`src/rtl/clk_ratio_meter_if.sv`:
```
// clk_ratio_meter_if: groups the measured divided clock, the enable and the
// measurement results of clk_ratio_meter. The master side drives the divided
// clock and enable; the slave side is the meter itself.
interface clk_ratio_meter_if #(
    parameter int RATIO_WIDTH = 8
);
    logic                   i_div_clk;
    logic                   i_en;
    logic [RATIO_WIDTH-1:0] o_ratio;
    logic [RATIO_WIDTH-1:0] o_high_cnt;
    logic                   o_valid;
    logic                   o_locked;
    logic                   o_timeout;

    modport master (
        output i_div_clk,
        output i_en,
        input  o_ratio,
        input  o_high_cnt,
        input  o_valid,
        input  o_locked,
        input  o_timeout
    );

    modport slave (
        input  i_div_clk,
        input  i_en,
        output o_ratio,
        output o_high_cnt,
        output o_valid,
        output o_locked,
        output o_timeout
    );
endinterface

```
`src/rtl/clk_ratio_meter.sv`:
```
// clk_ratio_meter: turns a divided clock (synchronous to i_clk) back into its
// division ratio. Reports the period in i_clk cycles, the number of high
// samples per period, and valid / lock / timeout status.
// Optional feature macro: CLK_RATIO_METER_DUTY_EN builds the high-time counter;
// when it is undefined o_high_cnt is tied to 0.
module clk_ratio_meter #(
    parameter int RATIO_WIDTH = 8,
    parameter int LOCK_CNT    = 2
) (
    input  logic             i_clk,
    input  logic             i_rst_n,
    clk_ratio_meter_if.slave bus
);
    typedef enum logic [1:0] {
        IDLE  = 2'd0,
        FIRST = 2'd1,
        TRACK = 2'd2
    } state_t;

    localparam logic [RATIO_WIDTH-1:0] CNT_MAX     = '1;
    localparam logic [RATIO_WIDTH-1:0] CNT_ONE     = RATIO_WIDTH'(1);
    localparam logic [3:0]             LOCK_TARGET = 4'(LOCK_CNT);

    state_t                 state;
    logic                   prev;
    logic                   div_edge;
    logic [RATIO_WIDTH-1:0] cnt;
    logic [RATIO_WIDTH-1:0] ratio_q;
    logic [RATIO_WIDTH-1:0] high_q;
    logic                   valid_q;
    logic                   locked_q;
    logic                   timeout_q;
    logic [3:0]             match_cnt;
    logic [3:0]             match_next;
    logic                   period_match;

    // The divided clock comes from i_clk registers, so a single delayed
    // sample is enough to find its rising edge.
    assign div_edge     = bus.i_div_clk & ~prev;
    assign period_match = (cnt == ratio_q);
    assign match_next   = (match_cnt < LOCK_TARGET) ? match_cnt + 4'd1 : match_cnt;

    // Previous sample of the divided clock, tracked even while disabled so
    // that re-enabling on a high level does not fake an edge.
    always_ff @(posedge i_clk or negedge i_rst_n) begin
        if (!i_rst_n) begin
            prev <= 1'b0;
        end else begin
            prev <= bus.i_div_clk;
        end
    end

    // Period counter: restarts at 1 on every edge, held at 0 while idle so a
    // static input can never time out there.
    always_ff @(posedge i_clk or negedge i_rst_n) begin
        if (!i_rst_n) begin
            cnt <= '0;
        end else if (!bus.i_en) begin
            cnt <= '0;
        end else if (div_edge) begin
            cnt <= CNT_ONE;
        end else if (state == IDLE || cnt == CNT_MAX) begin
            cnt <= '0;
        end else begin
            cnt <= cnt + CNT_ONE;
        end
    end

    // Measurement FSM with registered results: capture on edges, lock on a
    // run of equal periods, and drop back to IDLE on disable or timeout.
    // An edge coinciding with the maximum count is a capture, not a timeout.
    always_ff @(posedge i_clk or negedge i_rst_n) begin
        if (!i_rst_n) begin
            state     <= IDLE;
            ratio_q   <= '0;
            valid_q   <= 1'b0;
            locked_q  <= 1'b0;
            timeout_q <= 1'b0;
            match_cnt <= 4'd0;
        end else if (!bus.i_en) begin
            state     <= IDLE;
            valid_q   <= 1'b0;
            locked_q  <= 1'b0;
            match_cnt <= 4'd0;
        end else begin
            case (state)
                IDLE: begin
                    if (div_edge) begin
                        state <= FIRST;
                    end
                end
                FIRST, TRACK: begin
                    if (div_edge) begin
                        state     <= TRACK;
                        ratio_q   <= cnt;
                        valid_q   <= 1'b1;
                        timeout_q <= 1'b0;
                        if (state == TRACK && period_match) begin
                            match_cnt <= match_next;
                            locked_q  <= (match_next == LOCK_TARGET);
                        end else begin
                            match_cnt <= 4'd1;
                            locked_q  <= (state == FIRST) && (LOCK_TARGET == 4'd1);
                        end
                    end else if (cnt == CNT_MAX) begin
                        state     <= IDLE;
                        timeout_q <= 1'b1;
                        valid_q   <= 1'b0;
                        locked_q  <= 1'b0;
                        match_cnt <= 4'd0;
                    end
                end
                default: begin
                    state <= IDLE;
                end
            endcase
        end
    end

`ifdef CLK_RATIO_METER_DUTY_EN
    logic [RATIO_WIDTH-1:0] hcnt;
    logic [RATIO_WIDTH-1:0] div_inc;

    assign div_inc = RATIO_WIDTH'(bus.i_div_clk);

    // High-sample counter: the edge sample itself is high, so it restarts
    // at 1 and then adds every further high sample of the period.
    always_ff @(posedge i_clk or negedge i_rst_n) begin
        if (!i_rst_n) begin
            hcnt <= '0;
        end else if (!bus.i_en) begin
            hcnt <= '0;
        end else if (div_edge) begin
            hcnt <= CNT_ONE;
        end else if (state == IDLE || cnt == CNT_MAX) begin
            hcnt <= '0;
        end else begin
            hcnt <= hcnt + div_inc;
        end
    end

    // High count is captured alongside the period on every measuring edge.
    always_ff @(posedge i_clk or negedge i_rst_n) begin
        if (!i_rst_n) begin
            high_q <= '0;
        end else if (bus.i_en && state != IDLE && div_edge) begin
            high_q <= hcnt;
        end
    end
`else
    assign high_q = '0;
`endif

    assign bus.o_ratio    = ratio_q;
    assign bus.o_high_cnt = high_q;
    assign bus.o_valid    = valid_q;
    assign bus.o_locked   = locked_q;
    assign bus.o_timeout  = timeout_q;
endmodule

```
`src/flat_wrapper.sv`:
```
// flat-port wrapper written by rule: the top's interface ports become plain ports
module clk_ratio_meter_flat 
#(
    parameter int RATIO_WIDTH = 8,
    parameter int LOCK_CNT    = 2
)
  (i_clk, i_rst_n, bus_i_div_clk, bus_i_en, bus_o_ratio, bus_o_high_cnt, bus_o_valid, bus_o_locked, bus_o_timeout);
  clk_ratio_meter_if #(.RATIO_WIDTH(RATIO_WIDTH)) bus_i ();
  input  logic i_clk;
  input  logic i_rst_n;
  input wire logic [$bits(bus_i.i_div_clk)-1:0] bus_i_div_clk;
  input wire logic [$bits(bus_i.i_en)-1:0] bus_i_en;
  output wire logic [$bits(bus_i.o_ratio)-1:0] bus_o_ratio;
  output wire logic [$bits(bus_i.o_high_cnt)-1:0] bus_o_high_cnt;
  output wire logic [$bits(bus_i.o_valid)-1:0] bus_o_valid;
  output wire logic [$bits(bus_i.o_locked)-1:0] bus_o_locked;
  output wire logic [$bits(bus_i.o_timeout)-1:0] bus_o_timeout;
  assign bus_i.i_div_clk = bus_i_div_clk;
  assign bus_i.i_en = bus_i_en;
  assign bus_o_ratio = bus_i.o_ratio;
  assign bus_o_high_cnt = bus_i.o_high_cnt;
  assign bus_o_valid = bus_i.o_valid;
  assign bus_o_locked = bus_i.o_locked;
  assign bus_o_timeout = bus_i.o_timeout;
  clk_ratio_meter #(.RATIO_WIDTH(RATIO_WIDTH), .LOCK_CNT(LOCK_CNT)) u_core (.i_clk(i_clk), .i_rst_n(i_rst_n), .bus(bus_i));
endmodule
```
`config.mk`:
```
export PLATFORM = sky130hd
export DESIGN_NAME = clk_ratio_meter_flat
export DESIGN_NICKNAME = d
export VERILOG_FILES = /design/src/rtl/clk_ratio_meter_if.sv /design/src/rtl/clk_ratio_meter.sv /design/src/flat_wrapper.sv
export SDC_FILE = /design/constraint.sdc
export NUM_CORES = 1
export LEC_CHECK = 0
export CAP_MARGIN = 20
export CORE_MARGIN = 10
export CORE_UTILIZATION = 57
export CTS_CLUSTER_SIZE = 24
export DETAILED_ROUTE_END_ITERATION = 8
export PLACE_DENSITY = 0.84
export SLEW_MARGIN = 10
export SYNTH_ARGS = -nofsm -noshare
export SYNTH_HDL_FRONTEND = slang
export SYNTH_SLANG_ARGS = --single-unit
```
`constraint.sdc`:
```
create_clock -name i_clk -period 2.4 [get_ports i_clk]
set_input_delay 0.6 -clock i_clk [delete_from_list [all_inputs] [get_ports i_clk]]
set_output_delay 0.6 -clock i_clk [all_outputs]
set_load 0.02 [all_outputs]
```
**A small window of the routed layout**

Scale bar: 5 um. Region (25, 39) to (45, 59) um. Cells in gray, sequential cells in the stronger gray; small squares are vias.
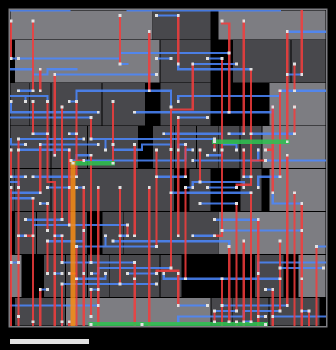
color	layer
green	M3
blue	M1
orange	M4
red	M2
cells with their middle in the window	40
most frequent	nand2_1 (13), xor2_1 (7), dfrtp_1 (5)
netlist names of flops here include	u_core.bus.o_ratio (2), u_core.cnt (2)
sequential cells in the window	5

**Selected gate families**

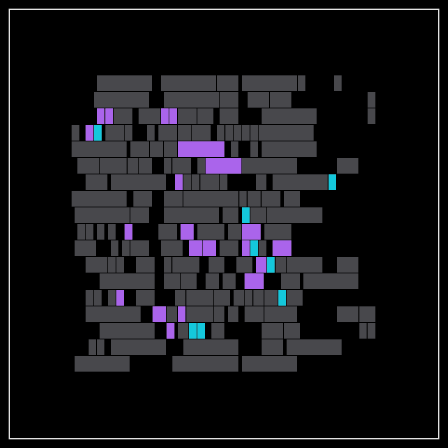
color	family	cells	most used
cyan	inv cells	8	inv_1
purple	nor cells	21	nor2_1
fin cells: 199
fraction of area in multi-input gates: 0.433

**Wire density map**

The die is cut into 14 by 14 equal tiles; white is low, dark blue is high, scaled to the fullest tile. Values are wire area over tile area, all layers added.
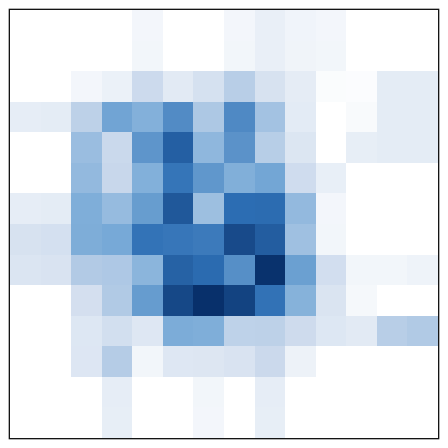
densest ninth of the die	center
emptiest ninth of the die	north-east
nearly empty tiles	36%
fullest tile	0.49
tiles over half the peak	15%
mean over tiles	0.10
via count: 1099
final WL: 3070 um
total global-route track usage: 0.127
routed wire length per instance: 15.4 um

**Pin map**

Scale bar: 20 um. Pins as bars across the die edge, other pins in gray.
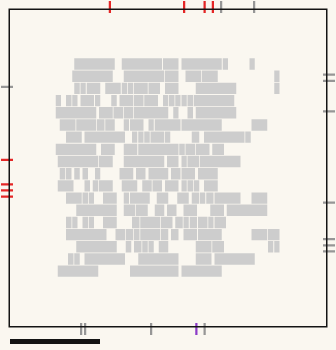
color	port	pins	direction	edge
red	bus_o_ratio	8	output	4 west, 4 north
purple	bus_i_div_clk	1	input	south
Die Wd: 70.5 um
Die Y: 70.5 um
port buffer count: 14

**Clock wiring as the flow saved it**

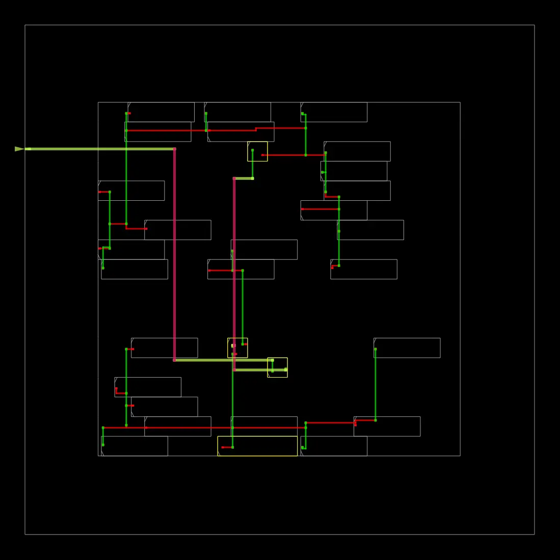
clkbuf count: 3
worst clock skew: 0.00182 ns

==> impl_metrics.yaml <==
# implementation run metrics
job:
  drv_cap: 0
setup_path:
  r2r_cells: 6
  cp-startpoint: "u_core.bus.o_ratio[3]$_DFFE_PN0P_"
  crit_buf_inv: 1
  cp.required_ns: 1.80
  crit_chain: "clkdlybuf4s50_1"
  path_delay_family: "buffers and inverters"
power:
  p_per_area_nw_per_um2: 517
  leakage_uw: 0.000830
  seq_power_share: 0.532
  p_comb_uw: 102
  pg_clk_uw: 300
  p_int_uw: 651
layout:
  postLayoutCellArea_um2: 1660
  final-nonclk-buf-share: 0.103
  comb.multi_input.count: 113
  num-nonclk-buffers: 18
  non_clock_inverter_count: 8
  seq_area_frac: 0.392
global_routing:
  antenna_found_initial: 0
  grt_pass1_vias: 1115
  gr-usage-met1: 0.139
synth:
  synthTopLogicFamily: "simple AND/OR/NAND/NOR gates"
  synth_area_um2: 1460
  syn_avg_cell_area_um2: 9.58
  yosysCellCount: 152
  mux_share: 0
timing:
  fin_setup_tns_ns: 0
  timing.fmax_mhz: 501
  maxSlewViolCount: 0
  period_needed_ns: 2.00
  setup_slack_ns: 0.404
floorplan:
  coreArea_um2: 2450
detailed_routing:
  wl_met2_um: 1560
min_path:
  hold_path_depth: 2
  min_from: "u_core.bus.o_timeout$_DFFE_PN0P_"
clocking:
  cts_buffers: 3
  cts_buffer_depth: 2
  cts_sinks: 26
  htreeDepth: 1
  ctsRootBufferMaster: "clkbuf_4"
placement:
  gp_congestion: 0.870
  dpl-instance-area_um2: 1610
  pre_cts_ws_ns: 0.258
run_status:
  status: "finished clean"
-- cell usage after synthesis --
cell | count | area share
nand2_1 | 30 | 0.077
dfrtp_1 | 26 | 0.45
xor2_1 | 13 | 0.078
nor2_1 | 11 | 0.028
buf_4 | 10 | 0.052
inv_1 | 8 | 0.021
ha_1 | 5 | 0.043
a21oi_1 | 4 | 0.014
nand4_1 | 4 | 0.017
and3_1 | 3 | 0.013
nand3_1 | 3 | 0.010
nor2b_1 | 3 | 0.013
nor4b_1 | 3 | 0.018
and4_1 | 2 | 0.012
o211ai_1 | 2 | 0.010
o21ai_1 | 2 | 0.0069
a21boi_1 | 1 | 0.0052
a21oi_2 | 1 | 0.0060
a22oi_1 | 1 | 0.0052
a41oi_1 | 1 | 0.0060
and2_1 | 1 | 0.0043
and2b_2 | 1 | 0.0060
buf_1 | 1 | 0.0026
buf_2 | 1 | 0.0034
conb_1 | 1 | 0.0026
nand2b_1 | 1 | 0.0043
nand3b_1 | 1 | 0.0052
nand4_2 | 1 | 0.0086
nand4b_2 | 1 | 0.010
nor3_1 | 1 | 0.0034
nor3_4 | 1 | 0.011
nor4_1 | 1 | 0.0043
nor4_4 | 1 | 0.015
o2111ai_1 | 1 | 0.0060
o21ai_0 | 1 | 0.0034
o21ai_2 | 1 | 0.0060
o22ai_1 | 1 | 0.0043
o41ai_2 | 1 | 0.011
xnor2_1 | 1 | 0.0060
-- tightest hold or removal path, delay by kind of cell (launching register included) --
family           cells  cell delay (ns)
AND-OR/OR-AND        1             0.05
flip-flops           1             0.38
AND/OR/NAND/NOR      1             0.08
-- state kept, by name (all words and copies together) (netlist names) --
name and flops:
u_core.prev 1, u_core.cnt 8, u_core.state 2, u_core.bus.o_valid 1
u_core.bus.o_locked 1, u_core.match_cnt 4, u_core.bus.o_timeout 1, u_core.bus.o_ratio 8
Power is estimated from default activity; no workload was simulated.
